==> config.mk <==
export PLATFORM = sky130hd
export DESIGN_NAME = cpu_sequencer
export DESIGN_NICKNAME = d
export VERILOG_FILES = /design/src/rtl/cpu_sequencer.sv
export SDC_FILE = /design/constraint.sdc
export NUM_CORES = 1
export LEC_CHECK = 0
export CAP_MARGIN = 20
export CORE_MARGIN = 10
export CORE_UTILIZATION = 40
export DETAILED_ROUTE_END_ITERATION = 10
export PLACE_DENSITY = 0.82
export SLEW_MARGIN = 25
export SYNTH_ARGS = -nofsm -noshare
export SYNTH_HDL_FRONTEND = slang
export SYNTH_SLANG_ARGS = --single-unit
==> constraint.sdc <==
create_clock -name ck -period 2 [get_ports ck]
set_clock_uncertainty 0.1 [all_clocks]
set_input_delay 0.3 -clock ck [delete_from_list [all_inputs] [get_ports ck]]
set_output_delay 0.3 -clock ck [all_outputs]
set_load 0.01 [all_outputs]
==> src/rtl/cpu_sequencer.sv <==
// cpu_sequencer: multi-cycle fetch/decode/execute/writeback controller
// with fetch timeout, illegal-opcode fault and a saturating retire counter.
module cpu_sequencer #(
    parameter int ACK_TIMEOUT = 16
) (
    input  logic        ck,
    input  logic        res_n,
    input  logic        start,
    output logic        imem_req,
    output logic [7:0]  imem_addr,
    input  logic        imem_ack,
    input  logic [15:0] imem_data,
    output logic [15:0] inst,
    output logic        dec_en,
    output logic        rf_we,
    output logic [7:0]  pc,
    output logic        busy,
    output logic        halted,
    output logic        fault,
    output logic [15:0] retired
);
    typedef enum logic [2:0] {IDLE, FETCH, DECODE, EXEC, WB, HALTED} state_t;

    localparam logic [3:0] OP_ADD   = 4'h0;
    localparam logic [3:0] OP_SUB   = 4'h1;
    localparam logic [3:0] OP_AND   = 4'h2;
    localparam logic [3:0] OP_OR    = 4'h3;
    localparam logic [3:0] OP_XOR   = 4'h4;
    localparam logic [3:0] OP_LOADI = 4'h5;
    localparam logic [3:0] OP_JMP   = 4'h6;
    localparam logic [3:0] OP_HALT  = 4'h7;
    localparam int CW = $clog2(ACK_TIMEOUT + 1);

    state_t      state_q, state_d;
    logic [7:0]  pc_q, pc_d;
    logic [15:0] inst_q, inst_d;
    logic [15:0] retired_q, retired_d;
    logic        fault_q, fault_d;
    logic [CW-1:0] wait_q, wait_d;
    logic        retire;
    logic [3:0]  op;

    assign op = inst_q[15:12];

    always_comb begin
        state_d = state_q;
        pc_d    = pc_q;
        inst_d  = inst_q;
        fault_d = fault_q;
        wait_d  = '0;
        retire  = 1'b0;
        case (state_q)
            IDLE: if (start) begin
                state_d = FETCH;
                pc_d    = '0;
            end
            FETCH: if (imem_ack) begin
                inst_d  = imem_data;
                pc_d    = pc_q + 8'd1;
                state_d = DECODE;
            end else if (wait_q == CW'(ACK_TIMEOUT - 1)) begin
                fault_d = 1'b1;
                state_d = HALTED;
            end else begin
                wait_d = wait_q + 1'b1;
            end
            DECODE: state_d = EXEC;
            EXEC: if (op inside {OP_ADD, OP_SUB, OP_AND, OP_OR, OP_XOR, OP_LOADI}) begin
                state_d = WB;
            end else if (op == OP_JMP) begin
                pc_d    = inst_q[7:0];
                retire  = 1'b1;
                state_d = FETCH;
            end else if (op == OP_HALT) begin
                retire  = 1'b1;
                state_d = HALTED;
            end else begin
                fault_d = 1'b1;
                state_d = FETCH;
            end
            WB: begin
                retire  = 1'b1;
                state_d = FETCH;
            end
            default: ;
        endcase
        retired_d = (retire && retired_q != 16'hFFFF) ? retired_q + 16'd1 : retired_q;
    end

    always_ff @(posedge ck) begin
        if (!res_n) begin
            state_q   <= IDLE;
            pc_q      <= '0;
            inst_q    <= '0;
            retired_q <= '0;
            fault_q   <= 1'b0;
            wait_q    <= '0;
        end else begin
            state_q   <= state_d;
            pc_q      <= pc_d;
            inst_q    <= inst_d;
            retired_q <= retired_d;
            fault_q   <= fault_d;
            wait_q    <= wait_d;
        end
    end

    // every output is a decode of registered state only
    assign imem_req  = state_q == FETCH;
    assign imem_addr = pc_q;
    assign dec_en    = state_q == DECODE;
    assign rf_we     = state_q == WB;
    assign busy      = state_q != IDLE && state_q != HALTED;
    assign halted    = state_q == HALTED;
    assign pc        = pc_q;
    assign inst      = inst_q;
    assign fault     = fault_q;
    assign retired   = retired_q;
endmodule

Figure 1. The metal 3 layer.
(4 px per um)
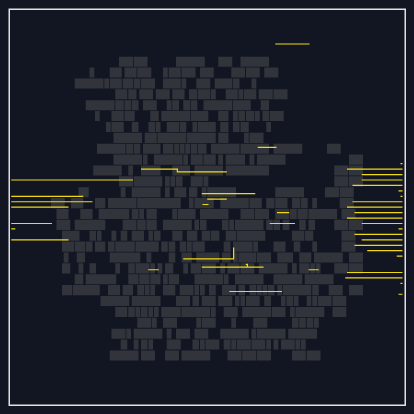
wire length on this layer: 397 um
main direction: horizontal
share of all routed wire: 6.0%

Figure 2. Cell classes on the final placement.
(4 px per um)
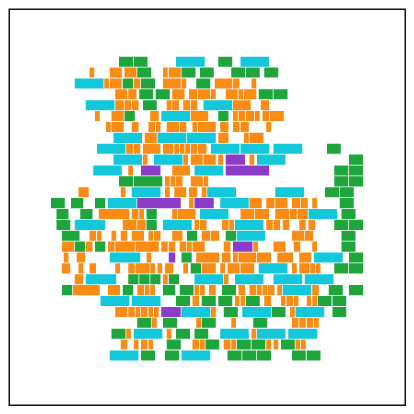
| class | color | cells | share of their area |
|---|---|---|---|
| flops | cyan | 49 | 29% |
| other buffers and delay cells | green | 92 | 26% |
| clock drivers and dummy loads | purple | 8 | 4.0% |
| combinational and other logic | orange | 226 | 40% |

Figure 3. Clock nets.
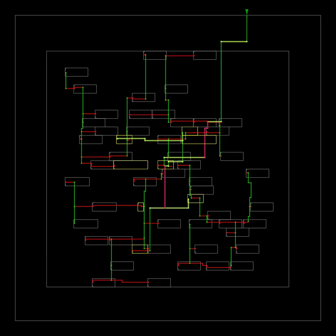
Power Clock: 833 uW
Worst-Skew Late Latency: 300 ps
number of buffers created by CTS: 5

==> results_dict.tcl <==
# implementation run metrics
set metrics [dict create \
    finalWorstPathRequiredPeriod_ps 1943 \
    critical_path.n_buffers_inverters 1 \
    lay_top_count "clkdlybuf4s50_1" \
    number_of_antenna_violations_at_the_first_check_in_global_routing 0 \
    cts_resized 5 \
    adder_share_pct 2.025 \
    cp-end-kind "primary output" \
    finalMaxSlewViolations 0 \
    xor_area_share_pct 6.025 \
    synth_chip_area_um2 2471 \
    run_status "finished, final reports clean" \
    clkSlewWorstSetupHoldPaths_ps 90 \
    first_pass_grt_wire_length_um 11350 \
    remaining_drc_errors 0 \
    synth-edff-count 0 \
    critPathKind "flop to primary output" \
    wirelength_um 6632 \
    top_logic_kind "simple AND/OR/NAND/NOR gates" \
    cp_data_arrival_time_ps 1540 \
    tightestPinTransition_ps 523.4 \
    mappedNetlistNets 321 \
    mostFrequentLayoutCells "clkdlybuf4s50_1 (68), nand2_1 (53), dfxtp_1 (46), nor2_1 (31), a21oi_1 (28)" \
    largest_area_cell "dfxtp_1" \
    filler_cell_count 552 \
    gp_congestion 0.8192 \
    period_used_pct 97.17 \
    first_iter_violations 127 \
    power_density_nw_per_um2 652.0 \
    ios 74 \
    cts-root-buf "clkbuf_8" \
    grt_usage_pct 13.62 \
    cts_max_path_buffers 2 \
    via_count_of_the_first_global_routing_pass 2346 \
    design.core.area_um2 5956 \
    netlist_top_cells_area "dfxtp_1 (40%), nand2_1 (8.1%), a21oi_1 (5.7%)" \
    cts_hold_buf 0 \
    place.detailed.hpwl_um 5162 \
]
[per-layer routing]
layer	track usage (%)	part of all wire, %	vias up
met4	3.859	0.39	0
met2	24.10	52	55
met3	4.050	6.0	4
li1	-	-	1174
met5	0	0	-
met1	15.43	41	1082
[logic make-up (layout without fill, tap and decap cells)]
logic type	count (synthesis)	in the layout
fa+ha+maj	4	4
xor+xnor	17	17
simple gates	146	146
buf+inv	27	105
mux	5	5
flops	49	49
compound gates	49	49
[cell usage after synthesis (6+ instances only)]
cell type and n:
and3_1 6, o21ai_0 8, nand3_1 14, nor2_1 31, buf_4 12, nor3_1 7
xnor2_1 15, a21oi_1 28, dfxtp_1 49, nand4_1 6, nand2_1 53, clkbuf_1 6
[worst register-to-register path, cell delays in order, from the launching register on]
cell and delay (ps):
dfxtp_2 360, buf_4 160, nor3b_4 230, a41oi_2 80, buf_12 190, nor3_1 300
and3_1 220, mux2i_1 180
[stage by stage]
| step | utilization, % | hold slack (ps) | total power [mW] | instance area, um^2 | setup WS [ps] |
|---|---|---|---|---|---|
| detailed placement | 55.61 | 345.3 | 1.444 | 3312 | 38.11 |
| global route | 57.88 | 388.6 | 2.341 | 3447 | 0.06883 |
| global placement | 55.61 | 329.6 | 1.434 | 3312 | 103.3 |
| floorplan | - | 317.5 | 1.258 | 2471 | 223.3 |
| finish | 57.88 | 357.4 | 2.247 | 3447 | 56.63 |
| CTS | 57.79 | 358.2 | 2.267 | 3442 | 22.36 |
[power breakdown]
part	leakage (nW)	internal (mW)	total, mW	switching, mW
Sequential	0.397	1.00	1.03	0.0299
Clock	0.0681	0.497	0.833	0.337
Combinational	0.780	0.191	0.380	0.189
Total	1.25	1.69	2.25	0.555
[flip-flops by register name (all words and copies together) (netlist names)]
name / cells
imem_addr: 8
state_q: 3
inst: 16
fault: 1
retired: 16
wait_q: 5
[path summary, 6_finish.rpt]
kind	startpoint	endpoint	slack, ps	depth (start not counted)
setup / recovery	state_q[2]$_SDFFE_PN0P_	busy	60	3
hold / removal	inst[11]$_SDFFE_PN0P_	inst[11]$_SDFFE_PN0P_	360	2
setup reg to reg	state_q[0]$_SDFFE_PN0P_	retired[14]$_SDFFE_PN0P_	100	7
hold reg to reg	inst[11]$_SDFFE_PN0P_	inst[11]$_SDFFE_PN0P_	360	2
[layout make-up]
type	count	area, um^2	area share, %
multi-input cells	221	1333	38.66
flip-flops and latches	49	984.7	28.57
repair buffers	92	883.3	25.63
well taps	75	93.84	2.722
clock buffers	5	68.82	1.996
clock inverters	3	65.06	1.887
inverters	5	18.77	0.5445
Power and IR drop assume default switching activity.
